### src/rtl/uart_tx_serializer_parity_if.sv
// Purpose: groups the serializer's handshake and data signals between the UART TX FSM side and the serializer.
// Latency: none; this is a wiring bundle only.
// Backpressure: none; busy and serializer_enable from the FSM gate every capture and shift.
//
// Ports:
//   p_data, data_valid, parity_type      upstream byte, its strobe and its parity mode
//   busy, serializer_enable              frame-in-progress and DATA-state strobes from the FSM
//   ser_data, ser_done, par_bit          serial bit, last-bit flag and parity bit from the serializer
interface uart_tx_serializer_parity_if #(
    parameter int DATA_WIDTH = 8
);
    logic [DATA_WIDTH-1:0] p_data;
    logic                  data_valid;
    logic                  busy;
    logic                  serializer_enable;
    logic                  parity_type;
    logic                  ser_data;
    logic                  ser_done;
    logic                  par_bit;

    // master: the FSM / upstream side that drives the serializer
    modport master (
        output p_data, data_valid, busy, serializer_enable, parity_type,
        input  ser_data, ser_done, par_bit
    );

    // slave: the serializer itself
    modport slave (
        input  p_data, data_valid, busy, serializer_enable, parity_type,
        output ser_data, ser_done, par_bit
    );
endinterface

### src/rtl/uart_tx_serializer_parity.sv
// Purpose: captures a parallel byte with its parity bit and shifts it out LSB-first for the UART TX FSM.
// Latency: 1 cycle from the capture edge to bit 0 on ser_data; the data phase is DATA_WIDTH enabled cycles.
// Backpressure: a capture is refused while busy or serializer_enable is high; a shift happens only while enabled.
//
// Ports:
//   clk   single clock for all registers
//   rst   asynchronous, active-high reset
//   bus   slave side of uart_tx_serializer_parity_if (p_data, data_valid, busy,
//         serializer_enable, parity_type in; ser_data, ser_done, par_bit out)
module uart_tx_serializer_parity #(
    parameter int DATA_WIDTH = 8,
    parameter int CNT_WIDTH  = 3
) (
    input  logic                         clk,
    input  logic                         rst,
    uart_tx_serializer_parity_if.slave   bus
);

    localparam logic [CNT_WIDTH-1:0] LAST_BIT = CNT_WIDTH'(DATA_WIDTH - 1);

    logic [DATA_WIDTH-1:0] shift_q;
    logic [CNT_WIDTH-1:0]  cnt_q;
    logic                  par_q;
    logic                  capture;
    logic                  last_bit;

    // Enable wins over capture, so a byte offered during a shift is dropped.
    assign capture  = bus.data_valid && !bus.busy && !bus.serializer_enable;
    assign last_bit = (cnt_q == LAST_BIT);

    always_ff @(posedge clk or posedge rst) begin
        if (rst) begin
            shift_q <= '0;
            cnt_q   <= '0;
            par_q   <= 1'b0;
        end else if (bus.serializer_enable) begin
            shift_q <= shift_q >> 1;
            // Wrap to 0 on the last bit so the next frame starts clean.
            cnt_q   <= last_bit ? '0 : cnt_q + 1'b1;
        end else if (capture) begin
            shift_q <= bus.p_data;
            cnt_q   <= '0;
            // Even parity is the XOR of the byte; odd parity is its inverse.
            par_q   <= (^bus.p_data) ^ bus.parity_type;
        end else begin
            // Any idle cycle breaks the run, so ser_done always needs
            // DATA_WIDTH back-to-back enabled cycles. The shift register holds.
            cnt_q   <= '0;
        end
    end

    assign bus.ser_data = shift_q[0];
    assign bus.ser_done = bus.serializer_enable && last_bit;
    assign bus.par_bit  = par_q;

endmodule
### src/flat_wrapper.sv
// flat-port wrapper written by rule: the top's interface ports become plain ports
module uart_tx_serializer_parity_flat 
#(
    parameter int DATA_WIDTH = 8,
    parameter int CNT_WIDTH  = 3
)
  (clk, rst, bus_p_data, bus_data_valid, bus_busy, bus_serializer_enable, bus_parity_type, bus_ser_data, bus_ser_done, bus_par_bit);
  uart_tx_serializer_parity_if #(.DATA_WIDTH(DATA_WIDTH)) bus_i ();
  input  logic clk;
  input  logic rst;
  input wire logic [$bits(bus_i.p_data)-1:0] bus_p_data;
  input wire logic [$bits(bus_i.data_valid)-1:0] bus_data_valid;
  input wire logic [$bits(bus_i.busy)-1:0] bus_busy;
  input wire logic [$bits(bus_i.serializer_enable)-1:0] bus_serializer_enable;
  input wire logic [$bits(bus_i.parity_type)-1:0] bus_parity_type;
  output wire logic [$bits(bus_i.ser_data)-1:0] bus_ser_data;
  output wire logic [$bits(bus_i.ser_done)-1:0] bus_ser_done;
  output wire logic [$bits(bus_i.par_bit)-1:0] bus_par_bit;
  assign bus_i.p_data = bus_p_data;
  assign bus_i.data_valid = bus_data_valid;
  assign bus_i.busy = bus_busy;
  assign bus_i.serializer_enable = bus_serializer_enable;
  assign bus_i.parity_type = bus_parity_type;
  assign bus_ser_data = bus_i.ser_data;
  assign bus_ser_done = bus_i.ser_done;
  assign bus_par_bit = bus_i.par_bit;
  uart_tx_serializer_parity #(.DATA_WIDTH(DATA_WIDTH), .CNT_WIDTH(CNT_WIDTH)) u_core (.clk(clk), .rst(rst), .bus(bus_i));
endmodule
### config.mk
export PLATFORM = sky130hd
export DESIGN_NAME = uart_tx_serializer_parity_flat
export DESIGN_NICKNAME = d
export VERILOG_FILES = /design/src/rtl/uart_tx_serializer_parity_if.sv /design/src/rtl/uart_tx_serializer_parity.sv /design/src/flat_wrapper.sv
export SDC_FILE = /design/constraint.sdc
export NUM_CORES = 1
export LEC_CHECK = 0
export CORE_UTILIZATION = 35
export CTS_BUF_LIST = sky130_fd_sc_hd__clkbuf_16
export CTS_CLUSTER_SIZE = 24
export DETAILED_ROUTE_END_ITERATION = 6
export PLACE_DENSITY_LB_ADDON = 0.08
export SYNTH_ARGS = -nofsm -noshare
export SYNTH_HDL_FRONTEND = slang
export SYNTH_SLANG_ARGS = --single-unit
### constraint.sdc
create_clock -name clk -period 1.1 [get_ports clk]
set_input_delay 0.22 -clock clk [delete_from_list [all_inputs] [get_ports clk]]
set_output_delay 0.22 -clock clk [all_outputs]
set_load 0.01 [all_outputs]
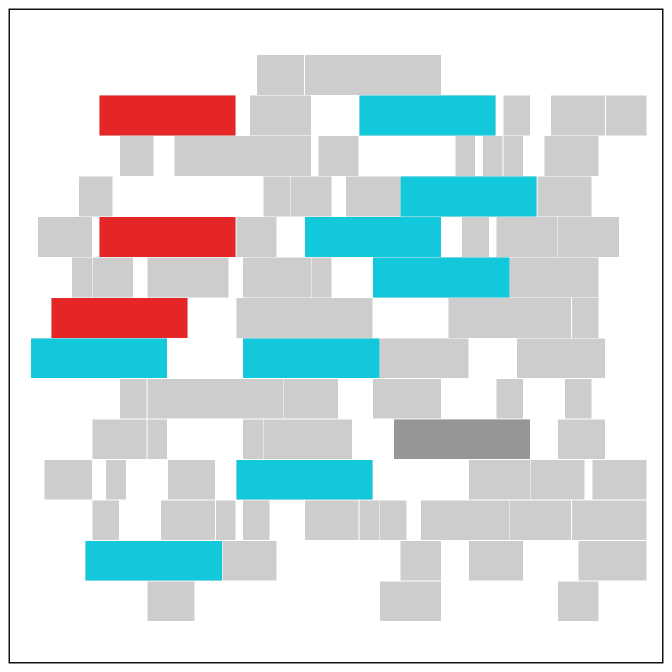
*Sequential cells coloured by netlist name*
Other sequential cells in the stronger grey, the rest of the logic in the fainter grey.
Key: red = u_core.cnt_q [sequential cells 3]; cyan = u_core.shift_q [sequential cells 8]
Seq/total area: 0.305
FF/Latch Area: 300 um^2
fin util: 0.625
seq pwr: 0.530 mW

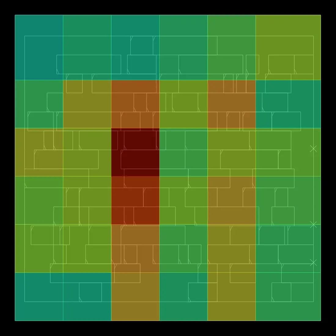
*Routing congestion map*
Total GRT Usage: 0.159
met1 usage: 0.184
Most Crowded Layer GR: met2
WL/cell: 12.3 um

==> results.txt <==
vias in the first global route: 503
clk tree area frac: 0.0801
number of H-tree levels: 1
HPWL after DPL: 837 um
clock-pin slew on the worst setup and hold paths: 0.04 ns
CTS Buf Count: 3
Reg2Reg Setup Slack: 0.01 ns
Top Layer Used: met3
met2 WL: 566 um
Worst Hold Depth: 3
Crit Path Max Fanout: 2
Setup-failing EPs final: 1
CP Depth: 4
maximum clock rate: 706 MHz
Compound Share, Synth: 0.0859
number of enable flip-flop cells: 0
Hold/Removal Path Class: input pin to register
top_reg_cell synth: dfrtp_1
Hold Path End: u_core.shift_q[7]$_DFFE_PP0P_
Tot Pwr: 1.50 mW
final instance area: 985 um^2
Synth mux share: 0.131
max_slew headroom: 0.835
Mapped Nets: 71
Avg Cell Area, Syn: 11.1 um^2
Signal buffers: 24
pins over their slew limit: 0
fp util: 0.388
Yosys cell types: 16
final-layout clock buffer total: 3
FF-to-FF Start: u_core.cnt_q[0]$_DFF_PP0_
unrepaired setup endpoints after global routing: yes
clock buffer depth: 2
# placed instances: 91
peak supply drop: 1.13 mV
first-pass GRT wire length: 2.15 mm
CP bufs+invs: 1
Min-Delay Startpoint: bus_p_data[7]
tap cells: 16
Site Rows: 14
Reg-to-Reg End: u_core.cnt_q[0]$_DFF_PP0_
mapped cell area: 612 um^2
global route overflow: 0
gp weighted congestion: 0.679
WP data arrival: 1.20 ns
YS chip area: 612 um^2
crit-path max cell delay: 0.37 ns
Synth area leader: dfrtp_1
crit start category: register
Final nets: 97
DRT Pass-1 Iters: 6
cell count after synthesis: 55
die area: 1920 um^2
Setup Total Neg Slack: -0.317 ns
CTS tree: built
Critical Path Start: u_core.cnt_q[0]$_DFF_PP0_
antenna violations before repair: 0
Pleak: 0.510 nW
Async SR Flop Fraction: 1.00
Synth Seq Share: 0.491
non-clk buf share: 0.222
DR DRC count: 3
Root Driver: clkbuf_16
pin count of the biggest net entering global routing: 21
#FFs+latches synth: 12
most frequent cells in the layout: dfrtp_1, mux2i_1, nand2_1, buf_4, buf_6
status: finished, violations left
vias per cell: 4.95
worst setup margin: -0.317 ns
Yosys Instances: 55
Slowest-stage cell, CP: dfrtp_1
inverters: 1
Hold WS: 0.249 ns
M2 GR Usage: 0.263
# hold bufs at CTS: 0
Largest logic family: multiplexers
drt initial violations: 5
failing checks: DRC, setup timing
PwrDens: 1530 nW/um^2
Period Utilization, post-route: 1.29
Post-DRT Antenna Nets: 0
capture point of the worst path: bus_ser_done
Commonest Layout Cell: dfrtp_1
r2r worst-path depth: 4
met3 Usage GRT: 0.0542
Worst Max-Slew Pin Slew: 0.246 ns
largest class: combinational gates
Final Hold Fails: 0
pre-CTS setup slack: -0.582 ns
Flops: 12
Top cell area share: 0.491
simple-gate area share of the yosys netlist: 0.102
synth top area cells: dfrtp_1, mux2i_1, o21ai_0
Ys Warns: 0
final worst clock skew: 0.00108 ns
diodes inserted: 0
maxcap violations: 0
#MultiIn Comb: 39
XOR Share, Synth: 0.123
Met3 Wirelength: 98 um
cell family with most CP delay: flip-flops
Setup CP Type: register to primary output
yosys adder share: 0.0409
Layout fillers: 135
Comb area share: 0.368
Critical Path Sink Type: primary output
ratio of cells with drive above 1 in the final layout: 0.363
Cell Chain, Critical Path: ha_2 > ha_4 > and2_4 > buf_6
core area: 1580 um^2
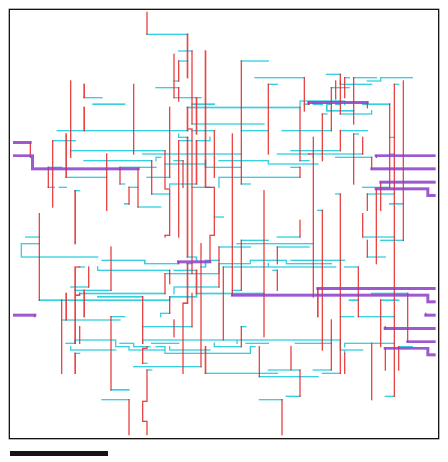
*Signal wires by layer*
Scale bar: 10 um.
Key: cyan = M1 [wire length 515 um]; red = M2 [wire length 567 um]; purple = M3 [wire length 98.7 um]
routed via count: 475
WL final: 1.18 mm

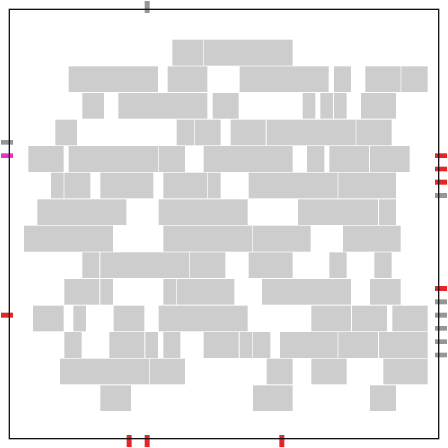
*Ports around the boundary*
Pins as bars across the die edge, other pins in grey.
Key: red = bus_p_data [pins 8, direction input, edge 4 right, 3 bottom, 1 left]; magenta = clk [pins 1, direction input, edge left]
DIE HEIGHT: 43.8 um
die width: 43.8 um
port buffer count: 16

## flip-flops by register name, summed over array words and instances, names as in the netlist
| signal | count |
|---|---|
| u_core.shift_q | 8 |
| u_core.cnt_q | 3 |
| u_core.bus.par_bit | 1 |
## power breakdown
group | internal (mW) | switching (mW) | leakage, nW
clock | 0.478 | 0.180 | 0.0385
sequential | 0.501 | 0.0290 | 0.156
combinational | 0.187 | 0.128 | 0.315
## synthesized netlist by cell type (all sizes together) (2+ instances only)
library cell  instances
and2                  3
clkbuf                2
dfrtp                12
ha                    2
mux2i                 8
nand2                 7
o21ai                 8
xnor2                 4
xor2                  2
## repair_timing
action                                  CTS  global route
pin swaps                                12             5
resized                                  41            14
endpoints found under the setup margin   10             9
setup buffers                             2             0
Power is estimated from default activity; no workload was simulated.
